Run 1, cell density map:
6 x 6 tiles, from black (low) to pale yellow (high), 0 to 100% covered.
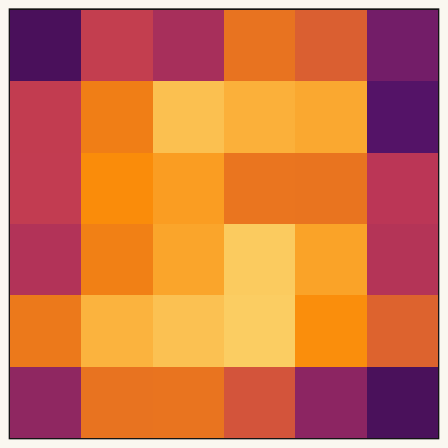
Run 1, cell placement:
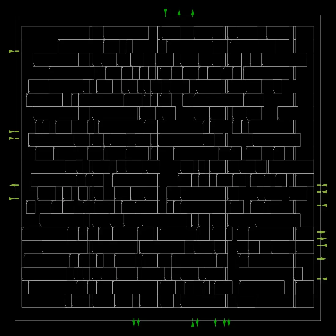
Run 1, selected gate families:
Scale bar: 20 microns.
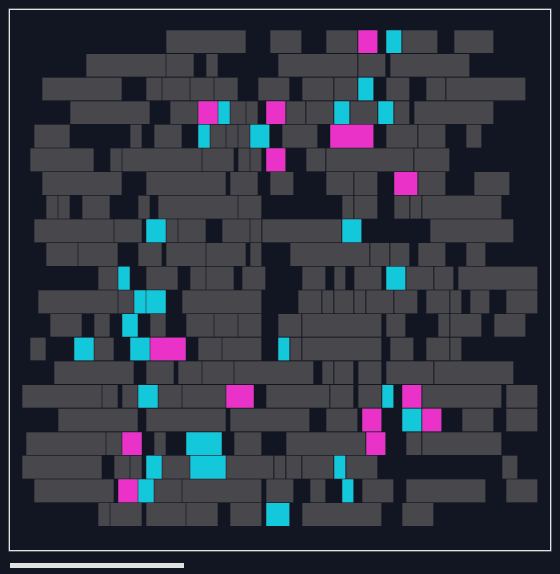
Run 1, wires at chosen ports, followed through buffers:
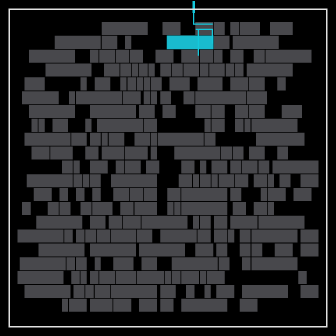
$ cat src/rtl/onn_neuron_param.sv
// -----------------------------------------------------------------------------
// onn_neuron_param
//   Parametrised oscillatory neuron for the ONN array. One instance per node.
//   Three parts:
//     * PCO            : free-running PB-bit counter offset by phi_out drives a
//                        50% duty square wave on nout (period 2^PB sclk cycles).
//     * phase detector : measures how many cycles nin's rising edge lags nout's
//                        rising edge and converts it to a target phase.
//     * phase register : phi_out, updated on drop either by a jump to the
//                        measured phase (STEP_MODE=0) or by one step toward it
//                        (STEP_MODE=1); a settle detector watches phi_out.
//
// Parameters
//   PB            phase resolution in bits (>= 2)
//   STEP_MODE     0 = jump to phase_meas on drop, 1 = step one LSB toward it
//   SETTLE_CHECKS consecutive unchanged state checks that assert settled
//
// Ports
//   sclk          system clock, all state on rising edge
//   re_n          asynchronous active-low reset
//   init          synchronous load of ini_phase, clears detector/settle logic
//   en            oscillator and detector enable
//   nin           coupled input oscillation (same clock domain)
//   drop          one-cycle strobe: apply the measured phase
//   state_check   one-cycle strobe: compare phi_out with the last snapshot
//   ini_phase     initial phase loaded by init
//   nout          registered output oscillation
//   phi_out       current neuron phase
//   phase_meas    last measured target phase
//   meas_valid    high while phase_meas has not been consumed by a drop
//   state_changed result of the last state_check
//   settled       phi_out unchanged for SETTLE_CHECKS consecutive checks
// -----------------------------------------------------------------------------
module onn_neuron_param #(
  parameter int PB            = 4,
  parameter int STEP_MODE     = 0,
  parameter int SETTLE_CHECKS = 3
) (
  input  logic          sclk,
  input  logic          re_n,
  input  logic          init,
  input  logic          en,
  input  logic          nin,
  input  logic          drop,
  input  logic          state_check,
  input  logic [PB-1:0] ini_phase,
  output logic          nout,
  output logic [PB-1:0] phi_out,
  output logic [PB-1:0] phase_meas,
  output logic          meas_valid,
  output logic          state_changed,
  output logic          settled
);

  typedef enum logic {ARMED = 1'b0, COUNT = 1'b1} det_state_t;

  localparam logic [PB-1:0] PB_ONE = {{(PB-1){1'b0}}, 1'b1};
  localparam logic [PB-1:0] D_MAX  = '1;
  // Half a period: a difference up to and including this is "ahead".
  localparam logic [PB-1:0] HALF   = {1'b1, {(PB-1){1'b0}}};
  localparam logic [7:0]    SC_MAX = 8'(SETTLE_CHECKS);

  logic [PB-1:0] cnt;
  logic [PB-1:0] local_phase;
  logic          nout_d;
  logic          nin_d;
  logic          nout_rise;
  logic          nin_rise;

  det_state_t    state_q;
  det_state_t    state_d;
  logic [PB-1:0] d_q;
  logic          meas_fire;
  logic [PB-1:0] meas_delay;
  logic          d_load;
  logic          d_inc;

  logic          drop_ok;
  logic [PB-1:0] diff;
  logic [PB-1:0] phi_step;
  logic [PB-1:0] drop_phi;

  logic [PB-1:0] snapshot;
  logic [7:0]    settle_cnt;
  logic [7:0]    settle_inc;
  logic          phase_changed;

  assign local_phase = cnt + phi_out;
  assign nout_rise   = nout & ~nout_d;
  assign nin_rise    = nin & ~nin_d;
  assign drop_ok     = drop & meas_valid;

  // ---------------------------------------------------------------------------
  // PCO and phase register
  // ---------------------------------------------------------------------------
  // NOTE: sequential state uses non-blocking assignments so every register
  // samples the pre-edge value of every other register (e.g. a state_check in
  // the same cycle as a drop sees the old phi_out).
  always_ff @(posedge sclk or negedge re_n) begin
    if (!re_n) begin
      cnt     <= '0;
      phi_out <= '0;
      nout    <= 1'b0;
      nout_d  <= 1'b0;
      nin_d   <= 1'b0;
    end else begin
      nout   <= ~local_phase[PB-1];
      nout_d <= nout;
      nin_d  <= nin;
      if (init) begin
        cnt     <= '0;
        phi_out <= ini_phase;
      end else begin
        if (en)      cnt     <= cnt + PB_ONE;
        if (drop_ok) phi_out <= drop_phi;
      end
    end
  end

  // Step toward phase_meas along the shorter way round the circle.
  assign diff = phase_meas - phi_out;

  // NOTE: every combinational output gets a default first, so no path through
  // the block leaves it unassigned and no latch is inferred.
  always_comb begin
    phi_step = phi_out;
    if (diff != '0) begin
      if (diff <= HALF) phi_step = phi_out + PB_ONE;
      else              phi_step = phi_out - PB_ONE;
    end
  end

  assign drop_phi = (STEP_MODE == 0) ? phase_meas : phi_step;

  // ---------------------------------------------------------------------------
  // Phase-difference detector FSM
  // ---------------------------------------------------------------------------
  always_ff @(posedge sclk or negedge re_n) begin
    if (!re_n) state_q <= ARMED;
    else       state_q <= state_d;
  end

  always_comb begin
    state_d = state_q;
    if (init) begin
      state_d = ARMED;
    end else if (en) begin
      unique case (state_q)
        ARMED: if (nout_rise && !nin_rise) state_d = COUNT;
        COUNT: begin
          if (nin_rise)            state_d = ARMED;
          else if (nout_rise)      state_d = COUNT;
          else if (d_q == D_MAX)   state_d = ARMED;  // timeout, nothing measured
        end
        default: state_d = ARMED;
      endcase
    end
  end

  // d_q counts cycles since nout rose minus one, so the lag at the nin edge
  // is d_q + 1; coincident edges give a lag of zero.
  always_comb begin
    meas_fire  = 1'b0;
    meas_delay = '0;
    d_load     = 1'b0;
    d_inc      = 1'b0;
    if (!init && en) begin
      unique case (state_q)
        ARMED: begin
          if (nout_rise) begin
            if (nin_rise) meas_fire = 1'b1;
            else          d_load    = 1'b1;
          end
        end
        COUNT: begin
          if (nin_rise) begin
            meas_fire  = 1'b1;
            meas_delay = nout_rise ? '0 : d_q + PB_ONE;
          end else if (nout_rise) begin
            d_load = 1'b1;
          end else begin
            d_inc = 1'b1;
          end
        end
        default: ;
      endcase
    end
  end

  always_ff @(posedge sclk or negedge re_n) begin
    if (!re_n) begin
      d_q        <= '0;
      phase_meas <= '0;
      meas_valid <= 1'b0;
    end else if (init) begin
      d_q        <= '0;
      meas_valid <= 1'b0;
    end else begin
      if (d_load)     d_q <= '0;
      else if (d_inc) d_q <= d_q + PB_ONE;
      // A measurement landing together with a drop wins and stays valid.
      if (meas_fire) begin
        phase_meas <= phi_out - meas_delay;
        meas_valid <= 1'b1;
      end else if (drop_ok) begin
        meas_valid <= 1'b0;
      end
    end
  end

  // ---------------------------------------------------------------------------
  // Settle detector
  // ---------------------------------------------------------------------------
  assign phase_changed = (phi_out != snapshot);
  assign settle_inc    = (settle_cnt == SC_MAX) ? settle_cnt : settle_cnt + 8'd1;

  always_ff @(posedge sclk or negedge re_n) begin
    if (!re_n) begin
      snapshot      <= '0;
      settle_cnt    <= '0;
      state_changed <= 1'b0;
      settled       <= 1'b0;
    end else if (init) begin
      snapshot      <= ini_phase;
      settle_cnt    <= '0;
      state_changed <= 1'b0;
      settled       <= 1'b0;
    end else if (state_check) begin
      state_changed <= phase_changed;
      snapshot      <= phi_out;
      if (phase_changed) begin
        settle_cnt <= '0;
        settled    <= 1'b0;
      end else begin
        settle_cnt <= settle_inc;
        settled    <= (settle_inc == SC_MAX);
      end
    end
  end

endmodule

$ cat config.mk
export PLATFORM = sky130hd
export DESIGN_NAME = onn_neuron_param
export DESIGN_NICKNAME = d
export VERILOG_FILES = /design/src/rtl/onn_neuron_param.sv
export SDC_FILE = /design/constraint.sdc
export NUM_CORES = 1
export LEC_CHECK = 0
export CORE_UTILIZATION = 56
export CTS_CLUSTER_SIZE = 14
export DETAILED_ROUTE_END_ITERATION = 8
export GPL_TIMING_DRIVEN = 0
export PLACE_DENSITY = 0.79
export SYNTH_ARGS = -nofsm -noshare
export SYNTH_HDL_FRONTEND = slang
export SYNTH_SLANG_ARGS = --single-unit
export TNS_END_PERCENT = 50
$ cat constraint.sdc
create_clock -name sclk -period 2.2 [get_ports sclk]
set_input_delay 0.66 -clock sclk [delete_from_list [all_inputs] [get_ports sclk]]
set_output_delay 0.66 -clock sclk [all_outputs]
set_load 0.01 [all_outputs]
==> impl_metrics.toml, run 1 <==
# yosys + openroad results
[flow_run]
openroad.warnings = 28

[routing]
drtPass1Iterations = 4
drt_wl_total_microns = 4290
drc = 0

[global_routing]
grt_antenna_before_repair = 0
first_global_vias = 1623

[power]
ir_worst_vdd_uv = 472

[synth]
synth.comb.largest_family = "simple AND/OR/NAND/NOR gates"
yosys-top-cells-area = "dfrtp_1 (43%), xnor2_1 (5.2%), ha_1 (4.9%)"
post_synth_fa_ha_maj_area_fraction_pct = 5.93
ys.warnings.count = 0
synth_nets = 220
synth.avg_cell_area_sq_um = 10.1
share_of_flip_flops_with_an_asynchronous_set_or_reset_pct = 100

[critical_path]
critPathKind = "in -> reg"
cpPeakStageDelay_ns = 0.44
worstReg2RegStart = "nin_d$_DFF_PN0_"

[cts]
hold_buffers = 0

[die]
chipWidth_microns = 62.1
chip_area_sq_um = 3860

[sta]
slew_viol_final = 0
rsz0062_at_grt = "true"

[final_layout]
drive_gt1_share_pct = 16.8

[status]
status = "finished, final reports clean"
Back to the opening pictures, 'cell density map':
The fullest tile reaches 89%. The mean over all tiles is 62%. 33% of the tiles are over 75% full.
starting utilization of the core area: 59.7%
Post-Route Utilization: 72.4%
placeable core region: 3390 sq um

Back to the opening pictures, 'cell placement':
sequential cells: 35
n_taps: 46
sequential share of cell area: 35.7%
# fillers: 246

Back to the opening pictures, 'selected gate families':
Key: magenta = and/or cells [cells 14]; cyan = nand cells [cells 27]
multi-input combinational area share: 47.7%
final cell count without fillers: 278
Top cell excl fill/tap: dfrtp_1

Back to the opening pictures, 'wires at chosen ports, followed through buffers':
Key: cyan = `settled` [bits 1, direction output, edge north, end cells 1, buffers 1, wire 17.3 microns]
IO Port Bufs: 21
ports placed on the boundary: 23

-- run 1: where the power goes --
part	switching (W)	total, W	internal, W
Clock	0.000203	0.000327	0.000125
Combinational	0.000147	0.000335	0.000188
Sequential	0.0000677	0.000774	0.000706
Total	0.000418	0.00144	0.00102
-- run 1: registers in the layout, indices dropped and copies added, names as in the netlist --
name / cells
phase_meas: 4
nout_d: 1
nout: 1
snapshot: 4
state_changed: 1
settled: 1
nin_d: 1
settle_cnt: 8
meas_valid: 1
cnt: 4
d_q: 4
state_q: 1
phi_out: 4
-- run 1: repair_timing --
action                                  CTS  global route
setup buffers                             1             2
endpoints found under the setup margin    3             4
pin swaps                                 2             8
gates resized                            10            12
-- run 1: layout make-up --
cell class,instances,area [sq um]
multi-input cells,152,1170
fillers,246,935
flip-flops and latches,35,877
repair buffers,24,224
plain buffers,9,61.3
well taps,46,57.6
clock buffers,7,45.0
inverters,4,15.0
clock inverters,1,5.00
-- run 1: per-stage QoR --
step           cells  util, %  setup WS (ns)  power (W)
3_5_place_dp     267     68.5         -0.863    0.00110
2_1_floorplan    200        -         -0.122   0.000937
3_3_place_gp     267     68.7         -0.819    0.00109
6_report         278     72.4         0.0104    0.00144
5_1_grt          278     72.4        -0.0605    0.00151
4_1_cts          276     70.8       0.000504    0.00143
-- run 1: worst max-delay path, delay by kind of cell --
family,cells,cell delay [ns]
fa+ha+maj,2,0.62
buf+inv,2,0.16
mux,1,0.28
simple gates,3,0.69
-- run 1: layer usage --
layer | part of all wire, % | GRT usage (%)
met1 | 48 | 34.1
met2 | 48 | 39.1
met3 | 3.1 | 3.86
met4 | 0.93 | 8.14
met5 | 0 | 0
## Run 2: what changed since run 1
- ABC_CLOCK_PERIOD_IN_PS: not set -> 2200
Run 2, metal 3:
Scale bar: 20 microns.
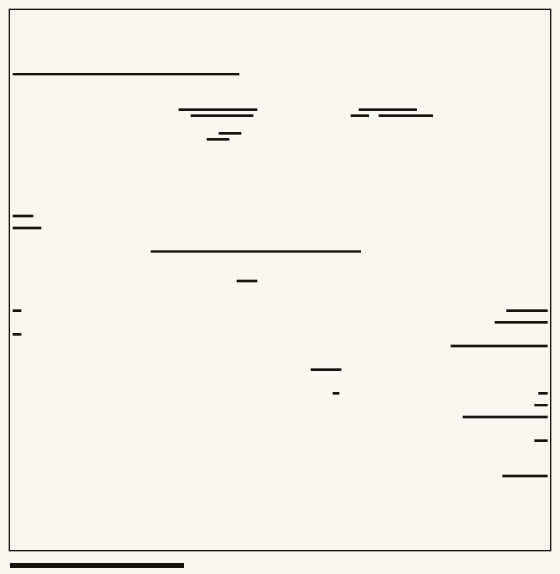
The layer holds 3.2% of the routed length. The wires run mostly horizontal. 22 nets have wire on it. The layer carries 135 microns of wire.
via total after detailed routing: 1,607
routed wire length: 4290 microns
met3 GRT Util: 3.86%

==> run 2 against run 1 <==
Against the previous run:
- clock skew is the same
- non-clock buffer count is the same
- fmax stayed put
- setup slack stayed put
- final cell count stayed put
- die size is the same
- first-iteration DRC count did not move
==> impl_metrics.toml, run 2 <==
# yosys + openroad results
[cts]
hold_buffers = 0

[synth]
yosys-top-cells-area = "dfrtp_1 (43%), xnor2_1 (5.2%), ha_1 (4.9%)"
share_of_flip_flops_with_an_asynchronous_set_or_reset_pct = 100
synth.cell_area_sq_um = 2020
synth_nets = 220
synth.avg_cell_area_sq_um = 10.1

[die]
ios = 23
floorplanUtilization_pct = 59.7
chipWidth_microns = 62.1
chip_area_sq_um = 3860
fp.coreArea_sq_um = 3390

[sta]
slew_viol_final = 0
setup_slack_ns = 0.0104
layout_worst_path_cycle_share_pct = 99.5

[global_routing]
global_route_met2_usage_pct = 39.1
most_utilized_layer_in_the_global_route_result = "met2"
met1_resource_use_gr_pct = 34.1
grt_antenna_before_repair = 0
first_global_vias = 1623

[power]
power.switching_w = 0.000418
internal_power_w = 0.00102
seq_power_share_pct = 53.9
p_comb_share_pct = 23.3
switch_share_pct = 29.1

[routing]
routed-wl-met2_microns = 2060
maxUsedRoutingLayer = "met4"
wl_met3_microns = 135
drc = 0
drtPass1Iterations = 4

[final_layout]
regMostFlops = "settle_cnt"
largest_register_ff_count = 8
fin_util_pct = 72.4
finalNetCount = 251
final_cell_count_without_fillers = 278
mostFrequentLayoutCell = "dfrtp_1"

[flow_run]
openroad.warnings = 28

[critical_path]
worstPathBufferInverterCount = 2
worstReg2RegStart = "nin_d$_DFF_PN0_"
r2r_setup_slack_ns = 0.02
critPathKind = "in -> reg"
cpPeakStageDelay_ns = 0.44

[place]
dp.cells = 267
placement.setup.worst_slack_ns = -0.863

[status]
status = "finished, final reports clean"
-- run 2: cell counts in the layout (fill, tap and decap cells not counted) --
No cell type changed its count.
-- run 2: final cells by class --
class	count	area, sq um
Inverter	4	15.0
Sequential cell	35	877
Tap cell	46	57.6
Buffer	9	61.3
Multi-Input combinational cell	152	1170
Fill cell	246	935
Clock buffer	7	45.0
Timing Repair Buffer	24	224
Clock inverter	1	5.00
-- run 2: worst max path at each step --
stage | start | to | slack, ns | cells past startpoint
final | init | phase_meas[1]$_DFFE_PN0P_ | 0.01 | 8
after global routing | nin_d$_DFF_PN0_ | phase_meas[3]$_DFFE_PN0P_ | -0.06 | 8
after detailed placement | init | phase_meas[1]$_DFFE_PN0P_ | -0.86 | 8
after global placement | init | phase_meas[1]$_DFFE_PN0P_ | -0.82 | 8
after CTS | nin | phase_meas[1]$_DFFE_PN0P_ | 0.0005 | 8
after floorplan | en | phase_meas[1]$_DFFE_PN0P_ | -0.12 | 8
-- run 2: cell families (layout without fill, tap and decap cells) --
group           count (synthesis)  after routing  share of synthesized area [%]
compound gates                 43             43                           16.6
mux                             5              5                           2.60
buf+inv                        13             45                           3.03
simple gates                   78             78                           21.2
fa+ha+maj                       9              9                           5.93
xor+xnor                       17             17                           7.35
flops                          35             35                           43.3
-- run 2: power by group through the flow --
| stage | Clock, W | Sequential (W) | Combinational [W] |
|---|---|---|---|
| after global placement | 0 | 0.000780 | 0.000311 |
| after CTS | 0.000336 | 0.000772 | 0.000324 |
| after global routing | 0.000364 | 0.000783 | 0.000367 |
| after detailed placement | 0 | 0.000783 | 0.000319 |
| final | 0.000327 | 0.000774 | 0.000335 |
| after floorplan | 0 | 0.000788 | 0.000149 |
-- run 2: timing repair --
action                                  CTS  global route
pin swaps                                 2             8
endpoints found under the setup margin    3             4
buffers inserted                          1             2
resized                                  10            12
Run 2, cell density map:
6 x 6 tiles, from black (low) to pale yellow (high), 0 to 100% covered.
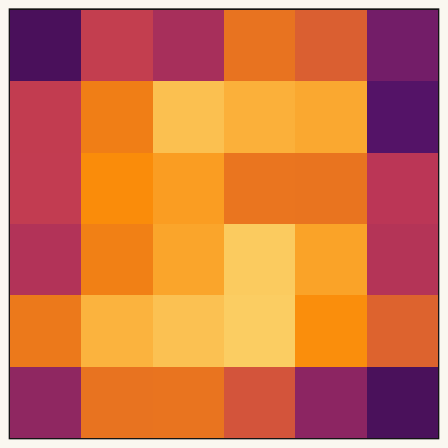

## Run 3: what changed since run 2
- SETUP_SLACK_MARGIN: not set -> 0.5
- SLEW_MARGIN: not set -> 20
Run 3, cell density map:
6 x 6 tiles, from black (low) to pale yellow (high), 0 to 100% covered.
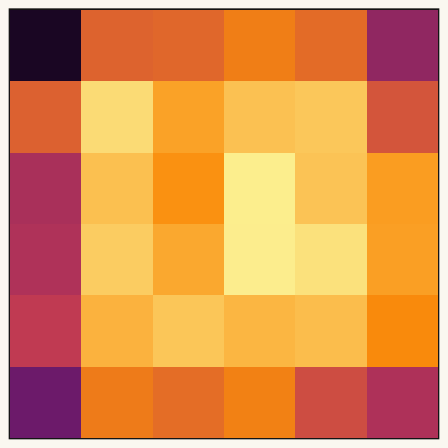
The mean over all tiles is 70%. The fullest tile reaches 96%. 50% of the tiles are over 75% full.
Post-Route Utilization: 81.9%

==> run 3 against run 2 <==
Against the previous run:
- power rose by 17%
- non-clock buffer count rose by 18
- register-to-register slack improved by 0.08 ns
- global-route usage rose by 2.8 points
- die size did not move
- final cell count rose by 6.5%
- critical path type unchanged
- critical endpoint unchanged
==> impl_metrics.toml, run 3 <==
# yosys + openroad results
[die]
chip_area_sq_um = 3860
floorplanUtilization_pct = 59.7
chipWidth_microns = 62.1
fp.coreArea_sq_um = 3390

[sta]
rsz0062_at_grt = "true"
slew_viol_final = 0
layout_worst_path_cycle_share_pct = 95.8

[routing]
drt_wl_total_microns = 5110
drtPass1Iterations = 4
routed-wl-met2_microns = 2520
maxUsedRoutingLayer = "met4"

[final_layout]
largest_register_ff_count = 8
n_all_inverters = 4
regMostFlops = "settle_cnt"
final.signal_buffer_count = 51
comb-cell-share_pct = 46.1

[global_routing]
first_global_vias = 1756
met1_resource_use_gr_pct = 35.2
grt_antenna_before_repair = 0

[critical_path]
timing.critical_path.from = "en"

[synth]
ys.warnings.count = 0
synth_nets = 220

[status]
status = "finished, final reports clean"
## run 3: worst max-delay path, stage by stage
cell      delay (ns)
buf_12          0.09
nor4bb_4        0.30
and3_4          0.27
nor2b_4         0.17
ha_4            0.14
inv_2           0.04
fa_2            0.43
mux2_4          0.27
## run 3: worst min path at each step
stage | start | to | slack [ns] | cells past startpoint
finish | re_n | phi_out[3]$_DFFE_PN0P_ | 0.08 | 1
global route | re_n | phi_out[3]$_DFFE_PN0P_ | 0.06 | 1
CTS | re_n | phase_meas[1]$_DFFE_PN0P_ | 0.08 | 1
detailed placement | nout$_DFF_PN0_ | nout_d$_DFF_PN0_ | 0.43 | 0
global placement | nout$_DFF_PN0_ | nout_d$_DFF_PN0_ | 0.43 | 0
floorplan | re_n | cnt[0]$_DFFE_PN0P_ | 0.36 | 0
## run 3: logic make-up (layout without fill, tap and decap cells)
kind of cell / Yosys count / in the layout / synth area share, %
flip-flops: 35 / 35 / 43.3
multiplexers: 5 / 5 / 2.60
AND-OR/OR-AND: 43 / 43 / 16.6
buffers and inverters: 13 / 63 / 3.03
adder cells (fa/ha/maj): 9 / 9 / 5.93
AND/OR/NAND/NOR: 78 / 78 / 21.2
XOR/XNOR: 17 / 17 / 7.35
## run 3: per-stage QoR
step / hold slack [ns] / cell area, sq um / setup slack (ns) / instances
after floorplan: 0.364 / 2090 / -0.0973 / 200
after global placement: 0.433 / 2350 / -0.788 / 267
after detailed placement: 0.432 / 2370 / -0.821 / 268
after CTS: 0.0810 / 2640 / 0.0950 / 291
after global routing: 0.0558 / 2780 / 0.0174 / 296
final: 0.0799 / 2780 / 0.0925 / 296
## run 3: power by group
part / switching (W) / internal, W
logic: 0.000198 / 0.000227
registers: 0.0000491 / 0.000707
clock network: 0.000227 / 0.000268
No activity file was given, so power comes from the tool's default toggle rates.
